===== src/rtl/neopixel_frame_ctrl.sv =====
// neopixel_frame_ctrl
// Double-buffered GRB pixel store plus the frame scheduler for the NeoPixel
// serializer. The writer fills the back bank. The scheduler emits periodic
// start pulses. A committed frame becomes visible only at a start pulse, so a
// frame that is already being shifted out is never torn.
//
// state   | meaning
// S_IDLE  | refresh stopped, counter held at 0
// S_WAIT  | counting the gap up to the next start pulse
// S_START | start-pulse cycle; the swap happens here if a commit is pending
// S_HOLD  | frame in flight, no swap allowed
module neopixel_frame_ctrl #(
  parameter int NUM_PIXELS   = 8,
  parameter int FRAME_CYCLES = 10000,
  parameter int HOLD_CYCLES  = 3200
) (
  input  logic        i_clk,
  input  logic        i_reset,
  input  logic        i_enable,
  input  logic        i_wr_en,
  input  logic [7:0]  i_wr_addr,
  input  logic [23:0] i_wr_data,
  input  logic        i_commit,
  output logic        o_commit_pending,
  output logic        o_swap,
  output logic        o_tx_start,
  input  logic [7:0]  i_tx_addr,
  output logic [23:0] o_tx_data,
  output logic        o_frame_active
);

  typedef enum logic [1:0] {S_IDLE, S_WAIT, S_START, S_HOLD} state_t;

  localparam logic [15:0] FRAME_LAST = 16'(FRAME_CYCLES - 1);
  localparam logic [15:0] HOLD_LAST  = 16'(HOLD_CYCLES - 1);

  state_t      state_q;
  logic [15:0] cnt_q;
  logic        front_q;
  logic        pending_q;
  logic        swap_q;
  logic        start_q;
  logic        active_q;

  logic [23:0] bank0_q [NUM_PIXELS];
  logic [23:0] bank1_q [NUM_PIXELS];

  // Back-bank writes; the bank is chosen from the pre-swap front bit, so a
  // write in the swap cycle lands in the bank that is about to be shown.
  always_ff @(posedge i_clk or posedge i_reset) begin
    if (i_reset) begin
      for (int p = 0; p < NUM_PIXELS; p++) begin
        bank0_q[p] <= '0;
        bank1_q[p] <= '0;
      end
    end else begin
      for (int p = 0; p < NUM_PIXELS; p++) begin
        if (i_wr_en && (i_wr_addr == 8'(p))) begin
          if (front_q) bank0_q[p] <= i_wr_data;
          else         bank1_q[p] <= i_wr_data;
        end
      end
    end
  end

  // Front-bank read port; addresses outside the pixel range read as black.
  always_comb begin
    o_tx_data = '0;
    for (int p = 0; p < NUM_PIXELS; p++) begin
      if (i_tx_addr == 8'(p)) o_tx_data = front_q ? bank1_q[p] : bank0_q[p];
    end
  end

  // Frame scheduler, commit tracking and registered pulse outputs.
  always_ff @(posedge i_clk or posedge i_reset) begin
    if (i_reset) begin
      state_q   <= S_IDLE;
      cnt_q     <= '0;
      front_q   <= 1'b0;
      pending_q <= 1'b0;
      swap_q    <= 1'b0;
      start_q   <= 1'b0;
      active_q  <= 1'b0;
    end else begin
      start_q <= 1'b0;
      swap_q  <= 1'b0;
      if (i_commit) pending_q <= 1'b1;
      case (state_q)
        S_IDLE: begin
          cnt_q    <= '0;
          active_q <= 1'b0;
          if (i_enable) state_q <= S_WAIT;
        end
        S_WAIT: begin
          if (!i_enable) begin
            state_q <= S_IDLE;
            cnt_q   <= '0;
          end else if (cnt_q == FRAME_LAST) begin
            state_q  <= S_START;
            cnt_q    <= '0;
            start_q  <= 1'b1;
            active_q <= 1'b1;
            // Only a request registered before this edge swaps now; a commit
            // arriving on this same edge is kept for the next frame.
            if (pending_q) begin
              front_q   <= ~front_q;
              swap_q    <= 1'b1;
              pending_q <= i_commit;
            end
          end else begin
            cnt_q <= cnt_q + 16'd1;
          end
        end
        S_START: begin
          state_q <= S_HOLD;
          cnt_q   <= '0;
        end
        S_HOLD: begin
          if (cnt_q == HOLD_LAST) begin
            cnt_q    <= '0;
            active_q <= 1'b0;
            state_q  <= i_enable ? S_WAIT : S_IDLE;
          end else begin
            cnt_q <= cnt_q + 16'd1;
          end
        end
        default: begin
          state_q  <= S_IDLE;
          cnt_q    <= '0;
          active_q <= 1'b0;
        end
      endcase
    end
  end

  assign o_commit_pending = pending_q;
  assign o_swap           = swap_q;
  assign o_tx_start       = start_q;
  assign o_frame_active   = active_q;

endmodule


===== config.mk =====
export PLATFORM = sky130hd
export DESIGN_NAME = neopixel_frame_ctrl
export DESIGN_NICKNAME = d
export VERILOG_FILES = /design/src/rtl/neopixel_frame_ctrl.sv
export SDC_FILE = /design/constraint.sdc
export NUM_CORES = 1
export LEC_CHECK = 0
export ABC_AREA = 1
export CAP_MARGIN = 20
export CORE_AREA = 2 2 195 197
export CTS_CLUSTER_SIZE = 30
export DETAILED_ROUTE_END_ITERATION = 7
export DIE_AREA = 0 0 197 199
export DONT_BUFFER_PORTS = 1
export PLACE_DENSITY = 0.66
export SETUP_SLACK_MARGIN = 0.15
export SLEW_MARGIN = 15
export SYNTH_ARGS = -nofsm -noshare
export SYNTH_HDL_FRONTEND = slang
export SYNTH_SLANG_ARGS = --single-unit

===== constraint.sdc =====
create_clock -name i_clk -period 33.2 [get_ports i_clk]
set_clock_uncertainty 0.05 [all_clocks]
set_input_delay 3.32 -clock i_clk [delete_from_list [all_inputs] [get_ports i_clk]]
set_output_delay 3.32 -clock i_clk [all_outputs]
set_load 0.02 [all_outputs]

==> run_1/pdn.png <==
The bar under the picture is 50 microns long. Pins as bars on the die edge. Tap cells in gray.
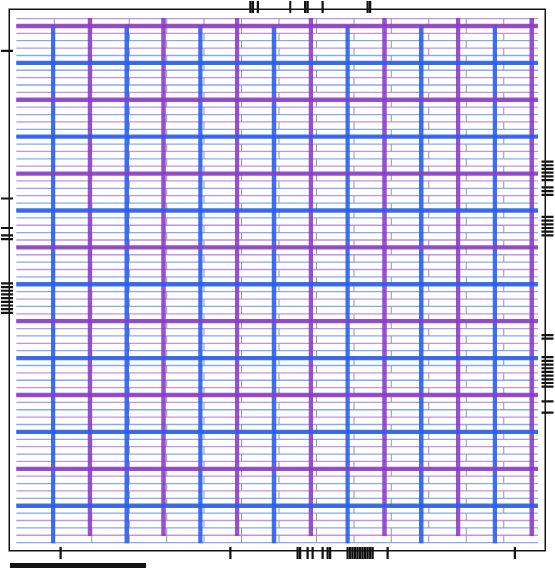
legend:
  VSS:
    color: blue
  VDD:
    color: purple
rows: 71
met4 straps: 14
met5 straps: 14
width of the die: 197 microns
die span in y: 199 microns
peak supply drop: 0.0000342 V
total core area: 0.0371 sq mm

==> run_1/cell_classes.png <==
The bar under the picture is 50 microns long.
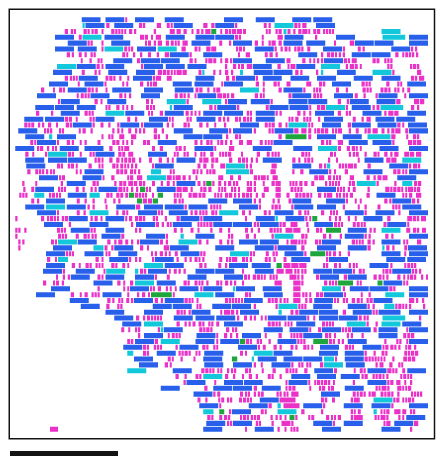
legend:
  clock drivers and dummy loads:
    color: cyan
    cells: 78
    share_of_their_area: 7.5%
  flip-flops:
    color: blue
    cells: 407
    share_of_their_area: 51%
  all other logic:
    color: magenta
    cells: 1779
    share_of_their_area: 40%
  other buffers and delay cells:
    color: green
    cells: 20
    share_of_their_area: 1.2%

==> run_1/clock_map.png <==
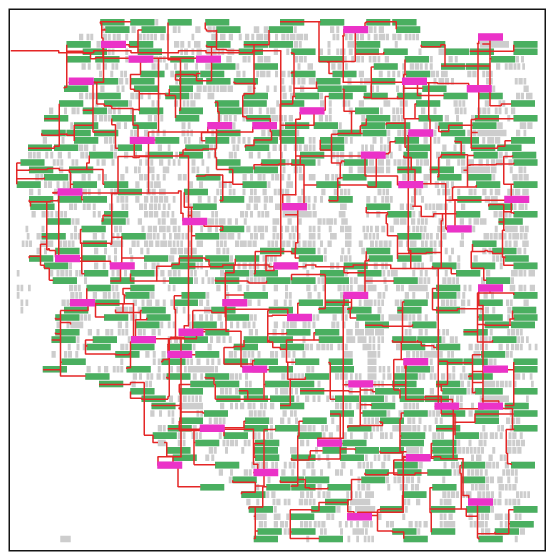
legend:
  cells driving clock nets:
    color: magenta
    count: 44
  flip-flops:
    color: green
    count: 407
  clock wires:
    color: red
    length: 5180 microns
flops lie: widely spread
routed clock nets: 45
part of the total power dissipated in the clock network: 0.477
clock distribution power: 507 uW
clock latency of the later-clocked register in the worst-skew pair: 0.56 ns

==> results.py, run 1 <==
# Generated from Yosys and OpenROAD reports
metrics = {
    "final_layout": {
        "layout_top_cell": "sky130_fd_sc_hd__nand2_1",
        "areaGrowthSynthToFinish_pct": 8.58,
        "finish.instance_area_sq_mm": 0.0204,
        "design.final.nets": 2298,
        "fraction_of_layout_cells_with_a_size_suffix_above_1": 0.0657,
    },
    "setup_path": {
        "crit_type": "in2out",
        "worstPathRequired_ns": 29.83,
        "endpoint_kind": "output port",
        "critical_path_peak_fanout": 35,
        "rr_worst_depth": 4,
        "timing.critical_path.from": "i_tx_addr[5]",
    },
    "drt": {
        "drt_first_pass_iters": 5,
    },
    "synth": {
        "synth_stat.cells": 2357,
        "most_frequently_used_flop_master_after_synthesis": "sky130_fd_sc_hd__dfrtp_1",
        "yosys.area.top_type_share": 0.542,
        "synth-edff-count": 0,
        "ys_seq_frac": 0.542,
        "synth-compound-area-share": 0.137,
        "synthesis.instances": 2357,
        "synthXorXnorAreaFrac": 0.000932,
        "simple_gate_area_frac": 0.262,
        "yosysUniqueCellTypes": 28,
        "syn_area_cell_sq_um": 7.97,
        "synthArstFlopShare": 1.00,
    },
    "outcome": {
        "status": "finished, final reports clean",
    },
    "final_timing": {
        "final.min_clock_period_ns": 9.26,
        "fmax_mhz": 108,
        "slew_violations": 0,
    },
    "clock_network": {
        "cts-buffers-inserted": 44,
        "post_cts.resized_instances": 0,
        "root_buffer": "sky130_fd_sc_hd__clkbuf_16",
        "cts.htree.levels": 2,
        "clk_path_buf_depth": 3,
    },
    "power": {
        "power_leakage_uw": 0.00973,
        "cell_internal_pwr_uw": 824,
        "sw_ratio": 0.225,
        "comb_power_share": 0.038,
    },
    "die": {
        "num_io_pins": 73,
        "fp-row-count": 71,
        "floorplan.core_util": 0.506,
    },
    "flow_run": {
        "drv_cap": 0,
        "stage_log_warnings": 30,
    },
    "placement": {
        "port_buffers": 0,
        "detailed_place_hpwl_microns": 35200,
    },
    "grt": {
        "largest_net_degree_at_the_start_of_global_routing": 144,
        "grt_overflow_total": 0,
        "number_of_global_route_vias_before_repair": 14662,
    },
    "worst_hold_path": {
        "min_from": "cnt_q[0]",
    },
}
[run 1: cell families after synthesis]
| logic type | after synthesis |
|---|---|
| AND-OR/OR-AND | 481 |
| adder cells (fa/ha/maj) | 1 |
| XOR/XNOR | 2 |
| buffers and inverters | 243 |
| AND/OR/NAND/NOR | 1223 |
| flip-flops | 407 |
[run 1: flip-flops by register name (all words and copies together), names as in the netlist, named ones only]
signal and flops:
o_swap 1, o_tx_start 1, bank1_q 192, o_frame_active 1, cnt_q 16, front_q 1
state_q 1, o_commit_pending 1, bank0_q 192
[run 1: final cells by class]
type                    count  area, sq um  area share
clock buffers              63         1280      0.0629
multi-input cells        1707         7610       0.373
repair buffers             20          240      0.0118
flip-flops and latches    407        10200       0.499
inverters                  72          283      0.0139
well taps                 474          593      0.0291
clock inverters            15          204      0.0100
[run 1: path summary, 6_finish.rpt]
check	end	slack, ns
min in group asynchronous	bank1_q[148]	2.55
max in group asynchronous	bank1_q[64]	27.75
setup / recovery	o_tx_data[4]	23.94
setup reg to reg	bank1_q[61]	29.07
hold / removal	cnt_q[0]	0.41
hold reg to reg	cnt_q[0]	0.41
[run 1: power by group through the flow]
stage / clock network [uW] / logic [uW] / registers, uW
6_report: 507 / 40.2 / 515
5_1_grt: 536 / 46.7 / 516
4_1_cts: 515 / 40.5 / 515
3_5_place_dp: 0 / 40.4 / 524
3_3_place_gp: 0 / 39.4 / 524
2_1_floorplan: 0 / 28.2 / 523
[run 1: layer usage]
metal / track usage / share of wire
met1: 0.389 / 0.42
met2: 0.463 / 0.46
met3: 0.0485 / 0.066
met4: 0.152 / 0.055
met5: 0 / 0
[run 1: metrics by stage]
step	utilization	cells	power, uW
floorplan	-	2357	551
global placement	0.506	2674	563
detailed placement	0.506	2674	564
CTS	0.546	2752	1070
global route	0.549	2758	1100
finish	0.549	2758	1060
==> run_1/final_congestion.png <==
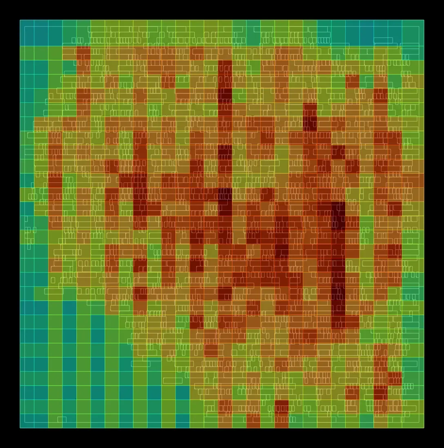

## Run 2: what changed since run 1
Settings changed: PLACE_DENSITY 0.66 to 0.68.
Clock period 33.2 ns to 7.7 ns, I/O delays scaled along.
==> run_2/final_congestion.png <==
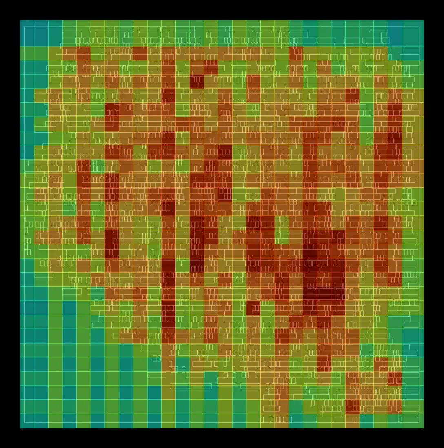
met3 track demand over resource: 0.0610
met1 layer usage reported by global route: 0.367
detailed-route wire length per cell: 19.4 microns

==> run_2/metal_stack.png <==
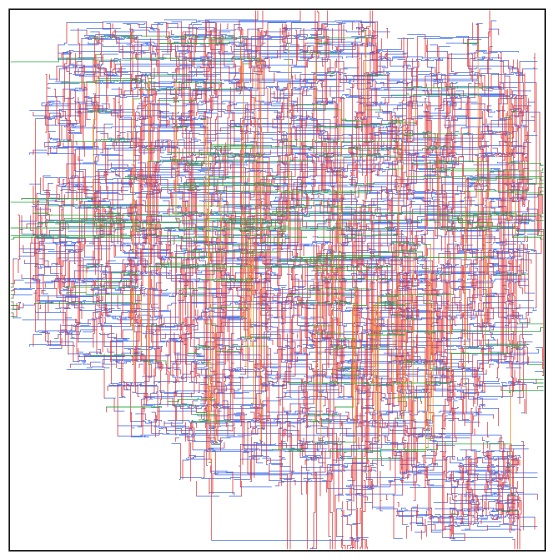
legend:
  met3:
    color: green
    wire_length: 4190 microns
  met1:
    color: blue
    wire_length: 22.2 mm
  met2:
    color: red
    wire_length: 24.5 mm
  met4:
    color: orange
    wire_length: 2590 microns

==> run 2 against run 1 <==
Global-route usage decreased by 1.3 points. Die size unchanged. Sequential share of layout area decreased by 0.058 points. Synthesized cell count unchanged. Worst setup slack got worse by 21 ns. Final cell count about the same. Hold slack got worse by 0.14 ns. First-iteration DRC count decreased by 7.7%.
==> results.py, run 2 <==
# Generated from Yosys and OpenROAD reports
metrics = {
    "setup_path": {
        "timing.critical_path.arrival_ns": 3.64,
        "timing.reg2reg.setup_slack_ns": 3.90,
        "critical_path_peak_fanout": 127,
        "crit_type": "reg2out",
        "endpoint_kind": "output port",
        "worstPathRequired_ns": 6.88,
    },
    "power": {
        "worst_ir_drop_vdd_v": 0.000191,
        "comb_power_share": 0.039,
        "power_combinational_uw": 173,
        "clock_net_power_uw": 2040,
        "sw_ratio": 0.226,
        "power.clock.fraction": 0.459,
        "power.group.top": "sequential cells",
        "pg_seq_uw": 2220,
        "power_leakage_uw": 0.00972,
        "total_power_uw": 4430,
        "cell_internal_pwr_uw": 3430,
    },
    "synth": {
        "synth-edff-count": 0,
        "post-synth-top-count-cell": "sky130_fd_sc_hd__nand2_1",
        "floorplan.nets": 2403,
        "simple_gate_area_frac": 0.262,
        "synthesis.instances": 2357,
        "ys_seq_frac": 0.542,
        "synth-compound-area-share": 0.137,
        "synthTopCellsByArea": "sky130_fd_sc_hd__dfrtp_1 54%, sky130_fd_sc_hd__nand2_1 19%, sky130_fd_sc_hd__o21ai_0 11%",
        "yosys.area.top_type_share": 0.542,
        "synthArstFlopShare": 1.00,
        "most_frequently_used_flop_master_after_synthesis": "sky130_fd_sc_hd__dfrtp_1",
        "synth.cells.most_frequent": "958 x sky130_fd_sc_hd__nand2_1, 407 x sky130_fd_sc_hd__dfrtp_1, 402 x sky130_fd_sc_hd__o21ai_0",
        "yosysUniqueCellTypes": 28,
        "syn_area_cell_sq_um": 7.97,
        "synth_stat.cells": 2357,
        "synthXorXnorAreaFrac": 0.000932,
    },
    "final_layout": {
        "comb_area_sq_mm": 0.00761,
        "fraction_of_layout_cells_with_a_size_suffix_above_1": 0.0643,
        "finish.cell_count_without_fillers": 2759,
        "areaGrowthSynthToFinish_pct": 8.70,
        "layout_top_cell": "sky130_fd_sc_hd__nand2_1",
        "largest_registers": "bank0_q: 192 flops, bank1_q: 192 flops, cnt_q: 16 flops",
        "sequential_cell_area_sq_mm": 0.0102,
        "design.final.nets": 2302,
    },
    "drt": {
        "route.final.wire_length_microns": 53500,
        "top_signal_layer_used": "met4",
        "met2_wirelength_microns": 24500,
        "drt_first_pass_iters": 6,
        "route.met3.wl_microns": 4190,
        "met1_length_microns": 22200,
        "remaining_drc_errors": 0,
    },
    "grt": {
        "largest_net_degree_at_the_start_of_global_routing": 213,
        "grt_overflow_total": 0,
        "number_of_global_route_vias_before_repair": 14630,
    },
    "clock_network": {
        "post_cts.resized_instances": 0,
        "cts.clk_slew.worst_paths_ns": 0.06,
        "clk_path_buf_depth": 3,
        "cts.htree.levels": 2,
        "cts-buffers-inserted": 43,
        "root_buffer": "sky130_fd_sc_hd__clkbuf_16",
        "clk-insertion-delay-late_ns": 0.57,
    },
    "final_timing": {
        "slew_violations": 0,
        "fmax_mhz": 224,
        "final.min_clock_period_ns": 4.46,
    },
    "die": {
        "chipHeight_microns": 199,
        "floorplan.core_area_sq_mm": 0.0371,
        "overall_die_area_sq_mm": 0.0392,
        "die_w_microns": 197,
        "num_io_pins": 73,
        "floorplan.core_util": 0.506,
        "fp-row-count": 71,
    },
    "outcome": {
        "status": "finished, final reports clean",
    },
    "flow_run": {
        "stage_log_warnings": 34,
        "drv_cap": 0,
    },
    "placement": {
        "dpl.cell_count": 2673,
        "detailed_place_hpwl_microns": 33100,
        "port_buffers": 0,
    },
}
==> run_2/cell_classes.png <==
The bar under the picture is 50 microns long.
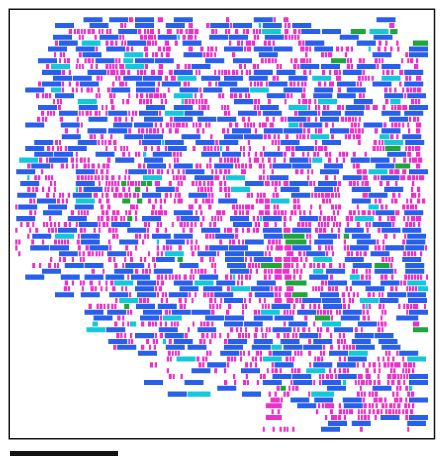
legend:
  clock drivers and dummy loads:
    color: cyan
    cells: 74
    share_of_their_area: 6.9%
  flip-flops:
    color: blue
    cells: 407
    share_of_their_area: 51%
  all other logic:
    color: magenta
    cells: 1779
    share_of_their_area: 40%
  other buffers and delay cells:
    color: green
    cells: 25
    share_of_their_area: 1.9%
cell area after layout: 0.0204 sq mm
final core utilization: 0.550

==> run 2: routing by layer <==
layer | vias up | GRT usage
met1 | 7457 | 0.367
li1 | 7397 | -
met4 | 0 | 0.133
met5 | - | 0
met3 | 131 | 0.0610
met2 | 583 | 0.442
==> run 2: final cells by class <==
class	instances	share of cell area
clock inverters	8	0.00472
inverters	72	0.0137
multi-input cells	1707	0.373
clock buffers	66	0.0623
well taps	474	0.0290
repair buffers	25	0.0189
flip-flops and latches	407	0.499
==> run 2: worst max-delay path, cell delays in order (launching register included) <==
cell and delay (ns):
sky130_fd_sc_hd__dfrtp_4 0.51, sky130_fd_sc_hd__inv_6 0.67, sky130_fd_sc_hd__buf_4 0.77, sky130_fd_sc_hd__nand2_1 0.10, sky130_fd_sc_hd__nand2_1 0.13, sky130_fd_sc_hd__nand3_1 0.20, sky130_fd_sc_hd__nand2_1 0.16, sky130_fd_sc_hd__o21bai_1 0.14
sky130_fd_sc_hd__nand4_1 0.25
==> run 2: worst paths after layout <==
path / cells past startpoint / endpoint / from
worst min-delay path: 1 / o_commit_pending / i_commit
worst max-delay path: 8 / o_tx_data[22] / front_q
worst max register to register: 4 / bank1_q[97] / front_q
max in group asynchronous: 4 / front_q / i_reset
worst min register to register: 1 / cnt_q[0] / cnt_q[0]
min in group asynchronous: 2 / bank1_q[55] / i_reset
==> run 2: logic make-up (layout without fill, tap and decap cells) <==
kind of cell,count (synthesis),count (layout)
AOI/OAI and AO/OA,481,481
adders and majority gates,1,1
buffers and inverters,243,171
and+or+nand+nor,1223,1223
xor gates and xnor gates,2,2
DFF,407,407
==> run 2: metrics by stage <==
stage	hold WS [ns]	worst slack, ns
after floorplan	0.383	1.40
after global placement	0.399	3.80
after detailed placement	0.412	3.75
after CTS	0.246	3.26
after global routing	0.273	3.05
final	0.270	3.24
==> run_2/clock_map.png <==
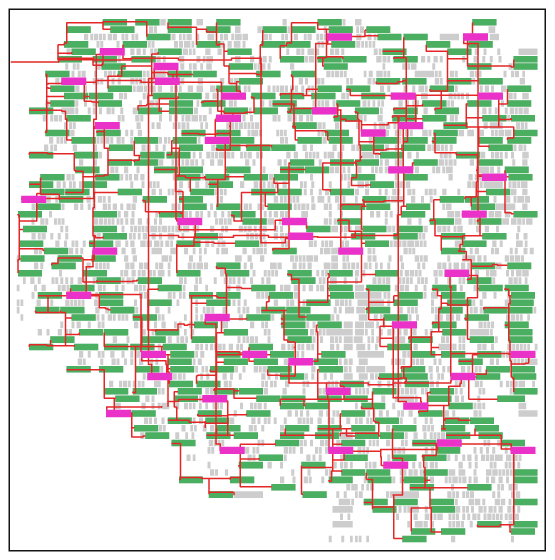

## Run 3: what changed since run 2
Settings changed: PLACE_DENSITY 0.68 to 0.66.
Clock period 7.7 ns to 4.6 ns, I/O delays scaled along.
==> run_3/clock_map.png <==
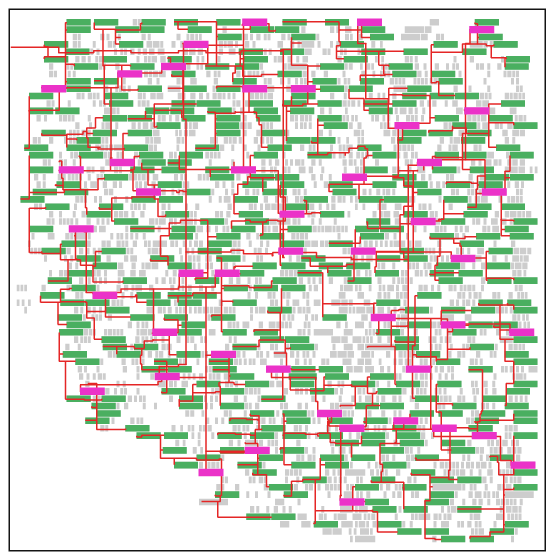
part of the total power dissipated in the clock network: 0.480
clock distribution power: 3710 uW

==> run_3/pdn.png <==
The bar under the picture is 50 microns long. Pins as bars on the die edge. Tap cells in gray.
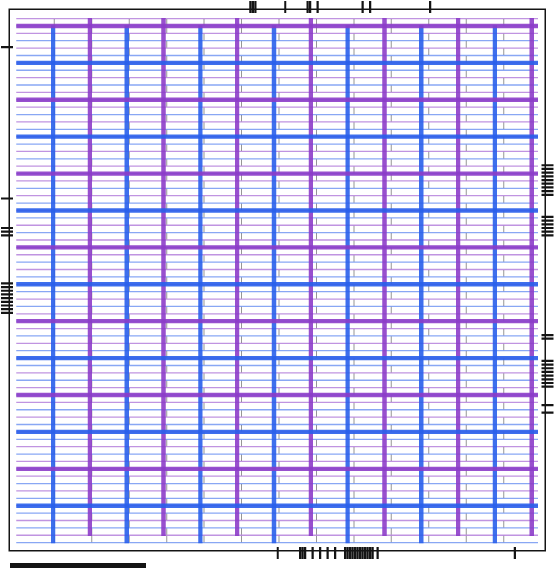
legend:
  VSS:
    color: blue
  VDD:
    color: purple
met4 straps: 14
rows: 71
peak supply drop: 0.000238 V

==> run_3/cell_classes.png <==
The bar under the picture is 50 microns long.
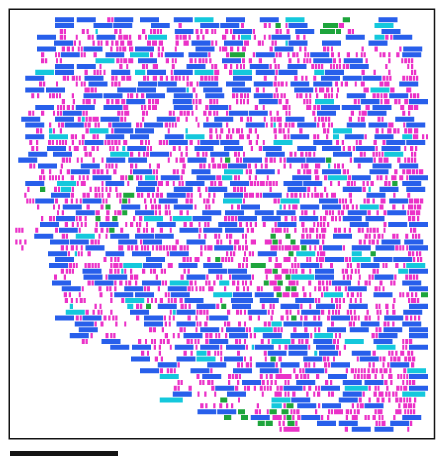
legend:
  all other logic:
    color: magenta
    cells: 1779
    share_of_their_area: 39%
  clock drivers and dummy loads:
    color: cyan
    cells: 82
    share_of_their_area: 7.6%
  flip-flops:
    color: blue
    cells: 407
    share_of_their_area: 51%
  other buffers and delay cells:
    color: green
    cells: 50
    share_of_their_area: 2.3%
cell area after layout: 0.0207 sq mm
final core utilization: 0.557
row cnt: 71
fraction of area in registers: 0.493

==> run 3 against run 2 <==
Register-to-register slack worse by 2.4 ns. Critical path type unchanged. Global-route usage up 0.92 points. Synthesized area unchanged. Critical endpoint is now o_tx_data[16]. Critical path depth unchanged. Hold slack worse by 0.24 ns. Largest cell class unchanged. Sequential power up 68%.
==> results.py, run 3 <==
# Generated from Yosys and OpenROAD reports
metrics = {
    "outcome": {
        "status": "finished, final reports clean",
    },
    "synth": {
        "synth.cells.most_frequent": "958 x sky130_fd_sc_hd__nand2_1, 407 x sky130_fd_sc_hd__dfrtp_1, 402 x sky130_fd_sc_hd__o21ai_0",
        "synth_stat.cells": 2357,
        "synthTopCellsByArea": "sky130_fd_sc_hd__dfrtp_1 54%, sky130_fd_sc_hd__nand2_1 19%, sky130_fd_sc_hd__o21ai_0 11%",
        "synthArstFlopShare": 1.00,
        "post-synth-top-count-cell": "sky130_fd_sc_hd__nand2_1",
        "yosys.area.top_type_share": 0.542,
        "synth-edff-count": 0,
        "synthXorXnorAreaFrac": 0.000932,
        "syn_area_cell_sq_um": 7.97,
        "synth-compound-area-share": 0.137,
        "synthesis.instances": 2357,
        "ys_seq_frac": 0.542,
    },
    "drt": {
        "met2_wirelength_microns": 25300,
        "remaining_drc_errors": 0,
        "met1_length_microns": 23400,
        "route.met3.wl_microns": 3540,
        "route.final.wire_length_microns": 54500,
        "top_signal_layer_used": "met5",
    },
    "setup_path": {
        "timing.critical_path.from": "front_q",
        "worstPathRequired_ns": 4.09,
        "timing.critical_path.arrival_ns": 3.36,
        "r2r_end": "bank1_q[128]",
        "critical_path_peak_fanout": 95,
        "timing.reg2reg.setup_slack_ns": 1.51,
        "endpoint_kind": "output port",
    },
    "clock_network": {
        "cts.clk_slew.worst_paths_ns": 0.06,
        "root_buffer": "sky130_fd_sc_hd__clkbuf_16",
        "clk_path_buf_depth": 3,
        "post_cts.resized_instances": 0,
    },
    "final_timing": {
        "timing.final.ws_setup_ns": 0.733,
        "final.min_clock_period_ns": 3.87,
    },
    "final_layout": {
        "fraction_of_layout_cells_with_a_size_suffix_above_1": 0.0733,
        "design.final.nets": 2329,
        "largest_registers": "bank0_q: 192 flops, bank1_q: 192 flops, cnt_q: 16 flops",
    },
    "placement": {
        "port_buffers": 0,
        "detailed_place_hpwl_microns": 33600,
    },
    "grt": {
        "gr-usage-met2": 0.469,
        "number_of_global_route_vias_before_repair": 15225,
        "grt_overflow_total": 0,
    },
    "worst_hold_path": {
        "min_from": "i_enable",
        "number_of_cells_traversed_by_the_worst_hold_path": 2,
    },
    "die": {
        "overall_die_area_sq_mm": 0.0392,
        "floorplan.core_util": 0.506,
        "num_io_pins": 73,
        "die_w_microns": 197,
    },
    "flow_run": {
        "stage_log_warnings": 33,
    },
}
==> run 3: critical path, stage by stage, from the launching register on <==
cell	delay [ns]
sky130_fd_sc_hd__dfrtp_4	0.92
sky130_fd_sc_hd__inv_6	0.43
sky130_fd_sc_hd__buf_12	0.34
sky130_fd_sc_hd__nand2_1	0.08
sky130_fd_sc_hd__nand2_1	0.05
sky130_fd_sc_hd__nand3_1	0.08
sky130_fd_sc_hd__nand3_1	0.08
sky130_fd_sc_hd__o21bai_1	0.33
sky130_fd_sc_hd__nand4_1	0.36
==> run 3: per-stage QoR <==
step	hold slack, ns	power, uW	cells	area, sq um	util
final	0.0305	7720	2795	20700	0.557
after global routing	0.0399	7990	2794	20700	0.557
after CTS	0.00811	7800	2792	20700	0.556
after detailed placement	0.410	4080	2698	19000	0.512
after global placement	0.397	4070	2697	19000	0.512
after floorplan	0.383	3980	2357	18800	-
==> run 3: final cells by class <==
cell class | count | area [sq um]
Fill cell | 3472 | 16500
Sequential cell | 407 | 10200
Multi-Input combinational cell | 1707 | 7610
Clock buffer | 70 | 1360
Tap cell | 474 | 593
Timing Repair Buffer | 50 | 463
Inverter | 72 | 279
Clock inverter | 12 | 168
Antenna cell | 3 | 7.51
==> run 3: where the power goes <==
group,internal (uW),switching (uW)
clock,2250,1450
sequential,3670,47.6
combinational,68.6,230
==> run 3: worst max path at each step <==
stage / cells after the start / endpoint
2_1_floorplan: 1 / asynchronous set/reset pin
3_3_place_gp: 10 / o_tx_data[6]
3_5_place_dp: 10 / o_tx_data[6]
4_1_cts: 8 / o_tx_data[16]
5_1_grt: 8 / o_tx_data[18]
6_report: 8 / o_tx_data[16]
Power figures rest on the tool's default switching activity, not on a simulated workload.
